`src/rtl/battleship_turn_controller_if.sv`:
```
// Probe bus between the turn controller and the board store.
interface battleship_turn_controller_if;
    logic       board_req;
    logic [3:0] board_x;
    logic [3:0] board_y;
    logic       board_ack;
    logic [2:0] board_ship;

    modport master (output board_req, board_x, board_y, input board_ack, board_ship);
    modport slave  (input board_req, board_x, board_y, output board_ack, board_ship);
endinterface

```
`src/rtl/battleship_turn_controller.sv`:
```
// Battleship turn controller: synchronizes the score key, probes the board and scores a shot.
// Optional big-bomb (3x3) shots are enabled by defining BATTLESHIP_BIG_BOMB_EN.
module battleship_turn_controller (
    input  logic                                clock,
    input  logic                                reset_L,
    input  logic                                score_L,
    input  logic [3:0]                          x,
    input  logic [3:0]                          y,
    input  logic                                big,
    battleship_turn_controller_if.master        board,
    output logic                                hit_led,
    output logic                                near_led,
    output logic                                miss_led,
    output logic [3:0]                          num_hits,
    output logic [2:0]                          biggest_ship,
    output logic [1:0]                          big_left,
    output logic                                wrong,
    output logic                                busy
);
`ifdef BATTLESHIP_BIG_BOMB_EN
    localparam bit BIG_EN = 1'b1;
`else
    localparam bit BIG_EN = 1'b0;
`endif

    typedef enum logic [2:0] {IDLE, CHECK, PROBE, WAIT, RESULT, REJECT} state_t;
    state_t state, state_nx;

    logic [2:0] sync;
    logic       start;
    logic [3:0] cx, cy, idx, last_idx, px, py;
    logic [1:0] row;
    logic [3:0] col;
    logic       cbig, turn_hit, turn_near;
    logic       in_board, counted, shot_ok, done;

    // sync[1:0] is the two-flop synchronizer, sync[2] remembers the last synchronized level
    always_ff @(posedge clock or negedge reset_L) begin
        if (!reset_L) sync <= 3'b111;
        else          sync <= {sync[1:0], score_L};
    end
    assign start = sync[2] & ~sync[1];

    // Probe cell for the current list index
    always_comb begin
        row = (idx >= 4'd6) ? 2'd2 : (idx >= 4'd3) ? 2'd1 : 2'd0;
        col = idx - ((row == 2'd2) ? 4'd6 : (row == 2'd1) ? 4'd3 : 4'd0);
        px  = cx;
        py  = cy;
        if (cbig) begin
            px = cx + col - 4'd1;
            py = cy + {2'b00, row} - 4'd1;
        end else begin
            case (idx)
                4'd1:    py = cy - 4'd1;
                4'd2:    py = cy + 4'd1;
                4'd3:    px = cx - 4'd1;
                4'd4:    px = cx + 4'd1;
                default: ;
            endcase
        end
    end

    assign in_board = (px >= 4'd1) && (px <= 4'd10) && (py >= 4'd1) && (py <= 4'd10);
    assign counted  = cbig || (idx == 4'd0);
    assign last_idx = cbig ? 4'd8 : 4'd4;
    assign done     = (idx == last_idx) || (!cbig && idx == 4'd0 && turn_hit);
    assign shot_ok  = (cx >= 4'd1) && (cx <= 4'd10) && (cy >= 4'd1) && (cy <= 4'd10)
                      && !(cbig && big_left == 2'd0);

    always_ff @(posedge clock or negedge reset_L) begin
        if (!reset_L) state <= IDLE;
        else          state <= state_nx;
    end

    always_comb begin
        state_nx        = state;
        busy            = (state != IDLE);
        board.board_req = 1'b0;
        board.board_x   = 4'd0;
        board.board_y   = 4'd0;
        case (state)
            IDLE:   if (start) state_nx = CHECK;
            CHECK:  state_nx = shot_ok ? PROBE : REJECT;
            PROBE: begin
                // Off-board cells are skipped without touching the bus
                if (in_board) begin
                    board.board_req = 1'b1;
                    board.board_x   = px;
                    board.board_y   = py;
                    if (board.board_ack) state_nx = WAIT;
                end else begin
                    state_nx = WAIT;
                end
            end
            WAIT:   state_nx = done ? RESULT : PROBE;
            RESULT: state_nx = IDLE;
            REJECT: state_nx = IDLE;
            default: state_nx = IDLE;
        endcase
    end

    always_ff @(posedge clock or negedge reset_L) begin
        if (!reset_L) begin
            cx <= 4'd0; cy <= 4'd0; cbig <= 1'b0; idx <= 4'd0;
            turn_hit <= 1'b0; turn_near <= 1'b0;
            hit_led <= 1'b0; near_led <= 1'b0; miss_led <= 1'b0;
            num_hits <= 4'd0; biggest_ship <= 3'd0; wrong <= 1'b0;
        end else begin
            case (state)
                IDLE: if (start) begin
                    cx   <= x;
                    cy   <= y;
                    cbig <= big & BIG_EN;
                end
                CHECK: if (shot_ok) begin
                    wrong <= 1'b0;
                    hit_led <= 1'b0; near_led <= 1'b0; miss_led <= 1'b0;
                    idx <= 4'd0; turn_hit <= 1'b0; turn_near <= 1'b0;
                end
                REJECT: wrong <= 1'b1;
                PROBE: if (in_board && board.board_ack && board.board_ship != 3'd0) begin
                    if (counted) begin
                        turn_hit <= 1'b1;
                        if (num_hits != 4'd9) num_hits <= num_hits + 4'd1;
                        if (board.board_ship > biggest_ship) biggest_ship <= board.board_ship;
                    end else begin
                        turn_near <= 1'b1;
                    end
                end
                WAIT: if (done) begin
                    hit_led  <= turn_hit;
                    near_led <= !turn_hit && turn_near;
                    miss_led <= !turn_hit && !turn_near;
                end else begin
                    idx <= idx + 4'd1;
                end
                default: ;
            endcase
        end
    end

`ifdef BATTLESHIP_BIG_BOMB_EN
    logic [1:0] big_left_q;
    always_ff @(posedge clock or negedge reset_L) begin
        if (!reset_L)                           big_left_q <= 2'd2;
        else if (state == WAIT && done && cbig) big_left_q <= big_left_q - 2'd1;
    end
    assign big_left = big_left_q;
`else
    assign big_left = 2'd0;
`endif
endmodule

```
`src/flat_wrapper.sv`:
```
// flat-port wrapper written by rule: the top's interface ports become plain ports
module battleship_turn_controller_flat 
  (clock, reset_L, score_L, x, y, big, hit_led, near_led, miss_led, num_hits, biggest_ship, big_left, wrong, busy, board_board_req, board_board_x, board_board_y, board_board_ack, board_board_ship);
  battleship_turn_controller_if board_i ();
  input  logic clock;
  input  logic reset_L;
  input  logic score_L;
  input  logic [3:0] x;
  input  logic [3:0] y;
  input  logic big;
  output logic hit_led;
  output logic near_led;
  output logic miss_led;
  output logic [3:0] num_hits;
  output logic [2:0] biggest_ship;
  output logic [1:0] big_left;
  output logic wrong;
  output logic busy;
  output wire logic [$bits(board_i.board_req)-1:0] board_board_req;
  output wire logic [$bits(board_i.board_x)-1:0] board_board_x;
  output wire logic [$bits(board_i.board_y)-1:0] board_board_y;
  input wire logic [$bits(board_i.board_ack)-1:0] board_board_ack;
  input wire logic [$bits(board_i.board_ship)-1:0] board_board_ship;
  assign board_board_req = board_i.board_req;
  assign board_board_x = board_i.board_x;
  assign board_board_y = board_i.board_y;
  assign board_i.board_ack = board_board_ack;
  assign board_i.board_ship = board_board_ship;
  battleship_turn_controller u_core (.clock(clock), .reset_L(reset_L), .score_L(score_L), .x(x), .y(y), .big(big), .board(board_i), .hit_led(hit_led), .near_led(near_led), .miss_led(miss_led), .num_hits(num_hits), .biggest_ship(biggest_ship), .big_left(big_left), .wrong(wrong), .busy(busy));
endmodule
```
`config.mk`:
```
export PLATFORM = sky130hd
export DESIGN_NAME = battleship_turn_controller_flat
export DESIGN_NICKNAME = d
export VERILOG_FILES = /design/src/rtl/battleship_turn_controller_if.sv /design/src/rtl/battleship_turn_controller.sv /design/src/flat_wrapper.sv
export SDC_FILE = /design/constraint.sdc
export NUM_CORES = 1
export LEC_CHECK = 0
export ABC_AREA = 1
export CAP_MARGIN = 20
export CORE_ASPECT_RATIO = 1.5
export CORE_MARGIN = 2
export CORE_UTILIZATION = 50
export CTS_BUF_LIST = sky130_fd_sc_hd__clkbuf_4 sky130_fd_sc_hd__clkbuf_8
export CTS_CLUSTER_SIZE = 28
export DETAILED_ROUTE_END_ITERATION = 16
export HOLD_SLACK_MARGIN = 0.1
export PLACE_DENSITY = 0.77
export SYNTH_ARGS = -nofsm -noshare
export SYNTH_HDL_FRONTEND = slang
export SYNTH_SLANG_ARGS = --single-unit
```
`constraint.sdc`:
```
create_clock -name clock -period 3.3 [get_ports clock]
set_input_delay 0.33 -clock clock [delete_from_list [all_inputs] [get_ports clock]]
set_output_delay 0.33 -clock clock [all_outputs]
set_load 0.005 [all_outputs]
```
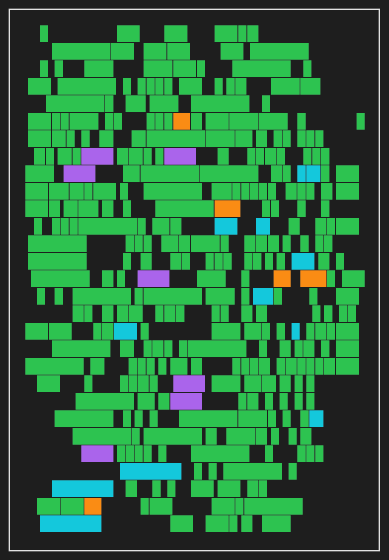
**Above:** run 1 (sizing map).
green -> drive 1 or less  # cells 313, share 93%, most used nand2_1
purple -> drive 6 and up  # cells 7, share 2.1%, most used clkbuf_8
cyan -> drive 2  # cells 12, share 3.6%, most used dfstp_2
orange -> drive 3 to 4  # cells 5, share 1.5%
area added between synthesis and finish: 23.3%
Design Area, Final: 2630 um2

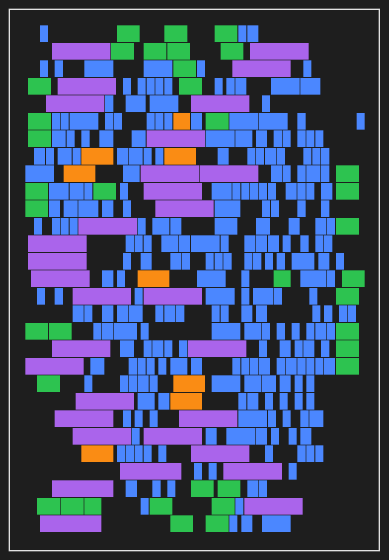
**Above:** run 1 (cell classes on the final placement).
blue -> all other logic  # cells 261, share of their area 51%
orange -> clock drivers and dummy loads  # cells 8, share of their area 4.0%
green -> other buffers and delay cells  # cells 37, share of their area 14%
purple -> flip-flops  # cells 31, share of their area 30%
fraction of standard cell area that is sequential: 29.7%
Core Rows: 29
core area: 4170 um2
Util after Layout: 62.9%

==> run summary, run 1 <==
met1 Use GR: 22.7%
largest stage delay on the critical path: 0.51 ns
outcome: complete, no violations
yosys-reported design area after synthesis: 2130 um2
clk_skew: 0.00304 ns
PwrDens: 705 nW/um2
Die Span Y: 83.9 um
layer with the highest usage: met2
count of synthesis-stage warnings from yosys: 0
RR Startpoint: u_core.idx[0]
Final Hold Fails: 0
OpenROAD warning count: 37
worst slew margin relative to its limit: 61.1%
Post-Synth XOR/XNOR Area: 1.65%
clock-pin slew on the worst setup and hold paths: 0.06 ns
worst min path class: reg -> reg
number of buffers created by CTS: 5
clock tree from TritonCTS: built
number of detailed-route iterations in the first pass: 5
initial antenna violation count: 0
arithmetic-cell share of the synthesized area counting full adders, half adders and majority gates: 9.99%
final setup violation count: 0
count of hold buffers inserted by post-cts repair: 0
Reg2Reg Capture Point: u_core.num_hits[3]
Die Span X: 57.3 um
CP Data Required Time: 2.97 ns
sequential fraction of the synthesis area: 36.6%
commonest non-fill, non-tap cell in the layout: nand2_1
crit path max fanout: 8
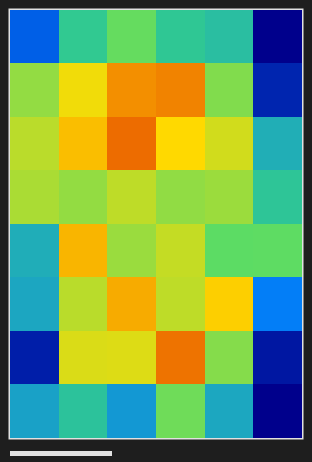
**Above:** run 1 (cell area per tile).
The bar under the picture is 20 um long. The die is cut into 6 by 8 equal tiles; dark blue is low, red is high, 0 to 100% covered.
nearly empty tiles = 4.2%
mean over tiles = 53%
tiles over 75% full = 19%
fullest tile = 88%
initial core utilization: 51.0%

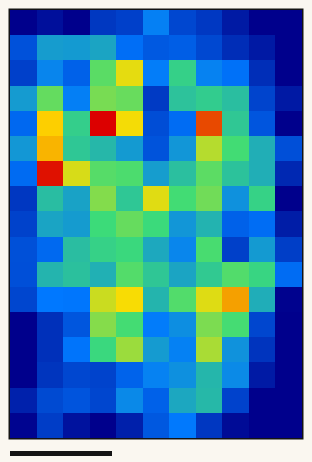
**Above:** run 1 (wiring heat map).
The bar under the picture is 20 um long. The die is cut into 11 by 17 equal tiles; dark blue is low, red is high, scaled to the fullest tile. Values are wire area over tile area, all layers added.
mean over tiles = 0.14
emptiest ninth of the die = lower left
nearly empty tiles = 11%
final routed wire length divided by cell count: 11.2 um
total track usage: 19.5%
Total Wirelength: 4310 um
vias after detailed routing: 1974

==> run 1: cells in the mapped netlist, types with 2 or more instances <==
cell type / instances / area (um2)
nand2_1: 83 / 312
inv_1: 40 / 150
nor2_1: 35 / 131
dfrtp_1: 28 / 701
nand3_1: 23 / 115
a21oi_1: 17 / 85.1
ha_1: 17 / 213
nand4_1: 8 / 50.1
o21ai_0: 7 / 35.0
o31ai_1: 5 / 37.5
dfstp_2: 3 / 78.8
xor2_1: 3 / 26.3
buf_4: 2 / 15.0
inv_2: 2 / 7.51
nand3_2: 2 / 20.0
nor2_2: 2 / 12.5
nor2_4: 2 / 22.5
==> run 1: layout make-up <==
cell class,count,area (um2),share of cell area (%)
multi-input combinational,219,1160,44.2
tap,46,57.6,2.19
timing repair buffer,37,365,13.9
sequential,31,779,29.7
inverter,42,158,6.01
clock buffer,8,104,3.96
==> run 1: flip-flops by register name, indices dropped and copies added, names as in the netlist <==
signal               count
u_core.biggest_ship      3
u_core.cx                4
u_core.cy                4
u_core.hit_led           1
u_core.idx               4
u_core.miss_led          1
u_core.near_led          1
u_core.num_hits          4
u_core.state             3
u_core.sync              3
u_core.turn_hit          1
u_core.turn_near         1
u_core.wrong             1
==> run 1: where the power goes <==
part / switching (mW) / total [mW] / leakage (nW) / internal (mW)
clock network: 0.129 / 0.327 / 0.0549 / 0.198
logic: 0.515 / 0.891 / 0.903 / 0.376
registers: 0.131 / 0.632 / 0.385 / 0.501
total: 0.775 / 1.85 / 1.34 / 1.08
==> run 1: worst max-delay path by stage <==
stage	start	endpoint
2_1_floorplan	u_core.cy[0]	board_board_x[0]
3_3_place_gp	u_core.idx[0]	board_board_y[0]
3_5_place_dp	u_core.idx[0]	board_board_x[1]
4_1_cts	u_core.idx[0]	board_board_x[1]
5_1_grt	u_core.idx[0]	board_board_x[0]
6_report	u_core.idx[0]	board_board_x[0]
==> run 1: cells by family after synthesis <==
group / count (synthesis)
flip-flops: 31
AND-OR/OR-AND: 34
buffers and inverters: 47
other: 1
XOR/XNOR: 4
AND/OR/NAND/NOR: 162
adder cells (fa/ha/maj): 17
==> run 1: routing by layer <==
layer / vias up / wire length, um
li1: 1023 / -
met1: 902 / 1810
met2: 42 / 2280
met3: 7 / 132
met4: 0 / 88
met5: - / 0
==> run 1: critical path: cells and delay by family, from the launching register on <==
family / cells / cell delay, ns
buf+inv: 4 / 0.83
compound gates: 1 / 0.14
fa+ha+maj: 1 / 0.23
flops: 1 / 0.45
simple gates: 8 / 0.69
==> run 1: through the flow <==
| step | setup slack (ns) | utilization, % | std cells | hold WS, ns | cell area (um2) |
|---|---|---|---|---|---|
| 2_1_floorplan | 1.30 | - | 297 | 0.0344 | 2130 |
| 3_3_place_gp | 0.689 | 60.4 | 375 | 0.346 | 2520 |
| 3_5_place_dp | 0.675 | 60.4 | 375 | 0.353 | 2520 |
| 4_1_cts | 0.352 | 62.9 | 383 | 0.362 | 2630 |
| 5_1_grt | 0.0325 | 62.9 | 383 | 0.367 | 2630 |
| 6_report | 0.369 | 62.9 | 383 | 0.358 | 2630 |
==> run 2: changes to the inputs <==
--- a/config.mk
+++ b/config.mk
@@ -18,3 +18,4 @@
 export SYNTH_ARGS = -nofsm -noshare
 export SYNTH_HDL_FRONTEND = slang
 export SYNTH_SLANG_ARGS = --single-unit
+export TNS_END_PERCENT = 10
==> run summary, run 2 <==
dpl ws: 0.675 ns (unchanged)
PwrDens: 705 nW/um2 (unchanged)
layer with the highest usage: met2
OpenROAD warning count: 37 (unchanged)
worst min path class: reg -> reg
largest stage delay on the critical path: 0.51 ns (about the same)
clock tree from TritonCTS: built
clk_skew: 0.00304 ns (unchanged)
biggest area contributors in the synthesized netlist: dfrtp_1, nand2_1, ha_1, inv_1, nor2_1
met1 Use GR: 22.7% (unchanged)
clock-pin slew on the worst setup and hold paths: 0.06 ns (about the same)
worst slew margin relative to its limit: 61.1% (unchanged)
post-route setup slack: 0.369 ns (unchanged)
outcome: complete, no violations
Final Hold Fails: 0 (unchanged)
initial core utilization: 51.0% (unchanged)
Total Wirelength: 4310 um (unchanged)
Util after Layout: 62.9% (unchanged)
initial antenna violation count: 0 (unchanged)
crit path max fanout: 8 (unchanged)
CP Data Required Time: 2.97 ns (about the same)
number of detailed-route iterations in the first pass: 5 (unchanged)
total track usage: 19.5% (unchanged)
final setup violation count: 0 (unchanged)
final routed wire length divided by cell count: 11.2 um (unchanged)
count of hold buffers inserted by post-cts repair: 0 (unchanged)
number of buffers created by CTS: 5 (unchanged)
yosys-reported design area after synthesis: 2130 um2 (unchanged)
[run 2: cell counts after synthesis]
No cell type changed its count.
[run 2: routing by layer]
metal / share of wire (%) / up-vias
met5: 0 / -
met4: 2.0 / 0
met3: 3.1 / 7
met2: 53 / 42
met1: 42 / 902
li1: - / 1023
[run 2: worst max-delay path, delay by kind of cell (launching register included)]
family                   cells  cell delay (ns)
AND-OR/OR-AND                1             0.14
adder cells (fa/ha/maj)      1             0.23
flip-flops                   1             0.45
AND/OR/NAND/NOR              8             0.69
buffers and inverters        4             0.83
[run 2: layout make-up]
cell class / count / area [um2]
Clock buffer: 8 / 104
Fill cell: 379 / 1550
Inverter: 42 / 158
Multi-Input combinational cell: 219 / 1160
Sequential cell: 31 / 779
Tap cell: 46 / 57.6
Timing Repair Buffer: 37 / 365
[run 2: logic make-up (layout without fill, tap and decap cells)]
family	count (synthesis)	count (layout)	synth area share [%]
adders and majority gates	17	17	9.99
xor gates and xnor gates	4	4	1.65
DFF	31	31	36.6
and+or+nand+nor	162	162	33.4
buffers and inverters	47	87	9.05
AOI/OAI and AO/OA	34	34	9.11
other	1	2	0.176
[run 2: power breakdown]
group | switching (mW) | internal (mW) | leakage, nW
Combinational | 0.515 | 0.376 | 0.903
Sequential | 0.131 | 0.501 | 0.385
Clock | 0.129 | 0.198 | 0.0549
[run 2: path summary, 6_finish.rpt]
kind                                startpoint            endpoint  slack (ns)  cells past startpoint
max in group asynchronous              reset_L      u_core.sync[2]        2.55                      2
worst min register to register  u_core.sync[0]      u_core.sync[1]        0.36                      0
worst max register to register   u_core.idx[0]  u_core.num_hits[3]        1.08                     15
worst min-delay path            u_core.sync[0]      u_core.sync[1]        0.36                      0
min in group asynchronous              reset_L        u_core.wrong        0.44                      2
worst max-delay path             u_core.idx[0]    board_board_x[0]        0.37                     14
[run 2: through the flow]
step           hold slack [ns]  cell area [um2]  cells
2_1_floorplan           0.0344             2130    297
3_3_place_gp             0.346             2520    375
3_5_place_dp             0.353             2520    375
4_1_cts                  0.362             2630    383
5_1_grt                  0.367             2630    383
6_report                 0.358             2630    383
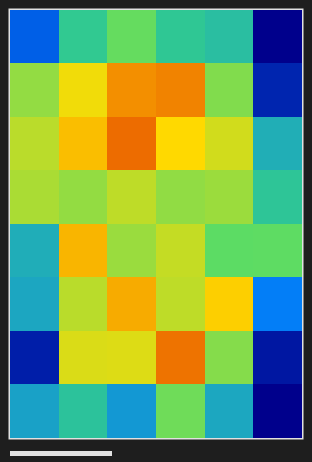
**Above:** run 2 (cell area per tile).
The bar under the picture is 20 um long. The die is cut into 6 by 8 equal tiles; dark blue is low, red is high, 0 to 100% covered.
nearly empty tiles = 4.2%
mean over tiles = 53%
tiles over 75% full = 19%
fullest tile = 88%

==> run 3: changes to the inputs <==
--- a/config.mk
+++ b/config.mk
@@ -9,12 +9,11 @@
 export CAP_MARGIN = 20
 export CORE_ASPECT_RATIO = 1.5
 export CORE_MARGIN = 2
-export CORE_UTILIZATION = 50
+export CORE_UTILIZATION = 40
 export CTS_BUF_LIST = sky130_fd_sc_hd__clkbuf_4 sky130_fd_sc_hd__clkbuf_8
 export CTS_CLUSTER_SIZE = 28
 export DETAILED_ROUTE_END_ITERATION = 16
 export HOLD_SLACK_MARGIN = 0.1
-export PLACE_DENSITY = 0.77
 export SYNTH_ARGS = -nofsm -noshare
 export SYNTH_HDL_FRONTEND = slang
 export SYNTH_SLANG_ARGS = --single-unit
==> run summary, run 3 <==
largest stage delay on the critical path: 0.51 ns (about the same)
fill cell count: 573 (+51%)
share of flip-flops with an asynchronous set or reset: 100%
final setup violation count: 0 (unchanged)
worst slew margin relative to its limit: 59.2% (-1.9 points)
CP Data Required Time: 2.97 ns (about the same)
H-tree depth: 2
final routed wire length divided by cell count: 11.0 um (-1.9%)
worst min path class: reg -> reg
total track usage: 16.4% (-3.1 points)
Util after Layout: 51.4% (-12 points)
OpenROAD warning count: 37 (unchanged)
count of hold buffers inserted by post-cts repair: 0 (unchanged)
PwrDens: 687 nW/um2 (-2.5%)
initial core utilization: 41.6% (-9.5 points)
initial antenna violation count: 0 (unchanged)
number of buffers created by CTS: 5 (unchanged)
outcome: complete, no violations
Total Wirelength: 4460 um (+3.7%)
gp weighted congestion: 0.816
CP bufs+invs: 4 (unchanged)
Final Hold Fails: 0 (unchanged)
CP Data Arrival Time: 2.65 ns
number of detailed-route iterations in the first pass: 6 (+1)
clock tree from TritonCTS: built
gate family responsible for the most delay along the worst path: buffers and inverters
==> run 3: cell counts after synthesis <==
No cell type changed its count.
==> run 3: metrics by stage <==
step	setup slack (ns)	hold WS, ns	total power [mW]	area, um2	instances
6_report	0.321	0.355	1.81	2630	405
3_5_place_dp	0.598	0.347	1.54	2550	397
4_1_cts	0.278	0.357	1.84	2630	405
2_1_floorplan	1.30	0.0344	1.24	2130	297
5_1_grt	0.0441	0.363	2.01	2630	405
3_3_place_gp	0.659	0.346	1.53	2550	397
==> run 3: routing by layer <==
layer	GRT usage, %	up-vias	share of wire, %
met1	18.7	911	44
met3	2.53	6	2.4
met2	30.2	23	52
li1	-	1022	-
met5	0	-	0
met4	6.52	0	1.7
==> run 3: worst paths after layout <==
kind / start / to / slack [ns] / cells after the start
worst max register to register: u_core.idx[0] / u_core.num_hits[1] / 1.09 / 15
worst min-delay path: u_core.sync[0] / u_core.sync[1] / 0.35 / 0
max in group asynchronous: reset_L / u_core.sync[1] / 2.54 / 2
worst max-delay path: u_core.idx[0] / board_board_x[0] / 0.32 / 14
min in group asynchronous: reset_L / u_core.cy[0] / 0.44 / 2
worst min register to register: u_core.sync[0] / u_core.sync[1] / 0.35 / 0
==> run 3: cells by family after synthesis <==
logic type,share of synthesized area (%)
xor+xnor,1.65
other cells,0.176
simple gates,33.4
compound gates,9.11
fa+ha+maj,9.99
buf+inv,9.05
flops,36.6
==> run 3: report_power, final <==
group	leakage, nW	internal, mW	switching [mW]
sequential	0.385	0.501	0.129
clock	0.0477	0.144	0.137
combinational	0.903	0.375	0.523
==> run 3: final cells by class <==
cell class / count / area [um2] / area share (%)
repair buffers: 37 / 365 / 13.9
clock buffers: 5 / 68.8 / 2.61
inverters: 42 / 158 / 5.99
well taps: 68 / 85.1 / 3.23
clock inverters: 3 / 15.0 / 0.570
multi-input cells: 219 / 1160 / 44.1
flip-flops and latches: 31 / 779 / 29.6
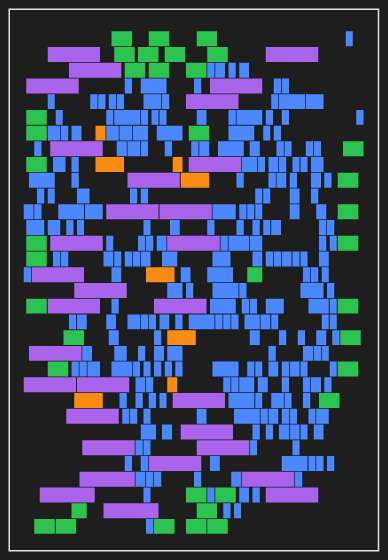
**Above:** run 3 (cell classes on the final placement).
orange -> clock drivers and dummy loads  # cells 8, share of their area 3.3%
purple -> flip-flops  # cells 31, share of their area 31%
green -> other buffers and delay cells  # cells 37, share of their area 14%
blue -> all other logic  # cells 261, share of their area 52%
core area: 5120 um2
Design Area, Final: 2630 um2
fraction of standard cell area that is sequential: 29.6%


==> notes/layouts.md <==
Pictures saved along the way, in no particular order.

Routing congestion map.
picture 1
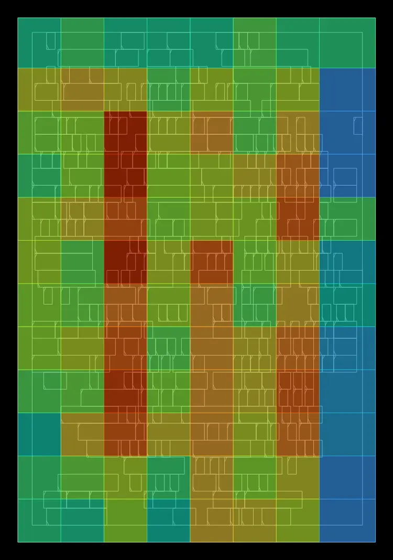
picture 2
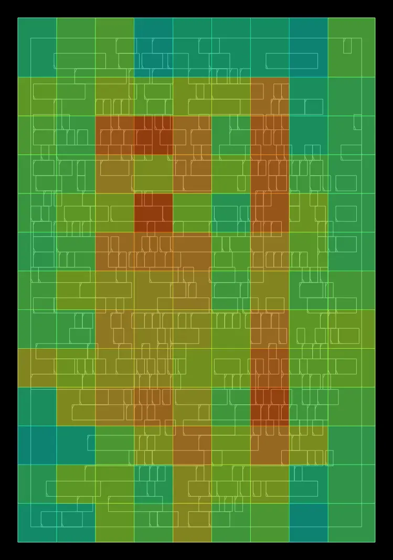
- highest track usage: picture 1
- highest utilization: picture 1
- picture 2 = run 3
- picture 1 = run 2

Power and IR drop assume default switching activity.
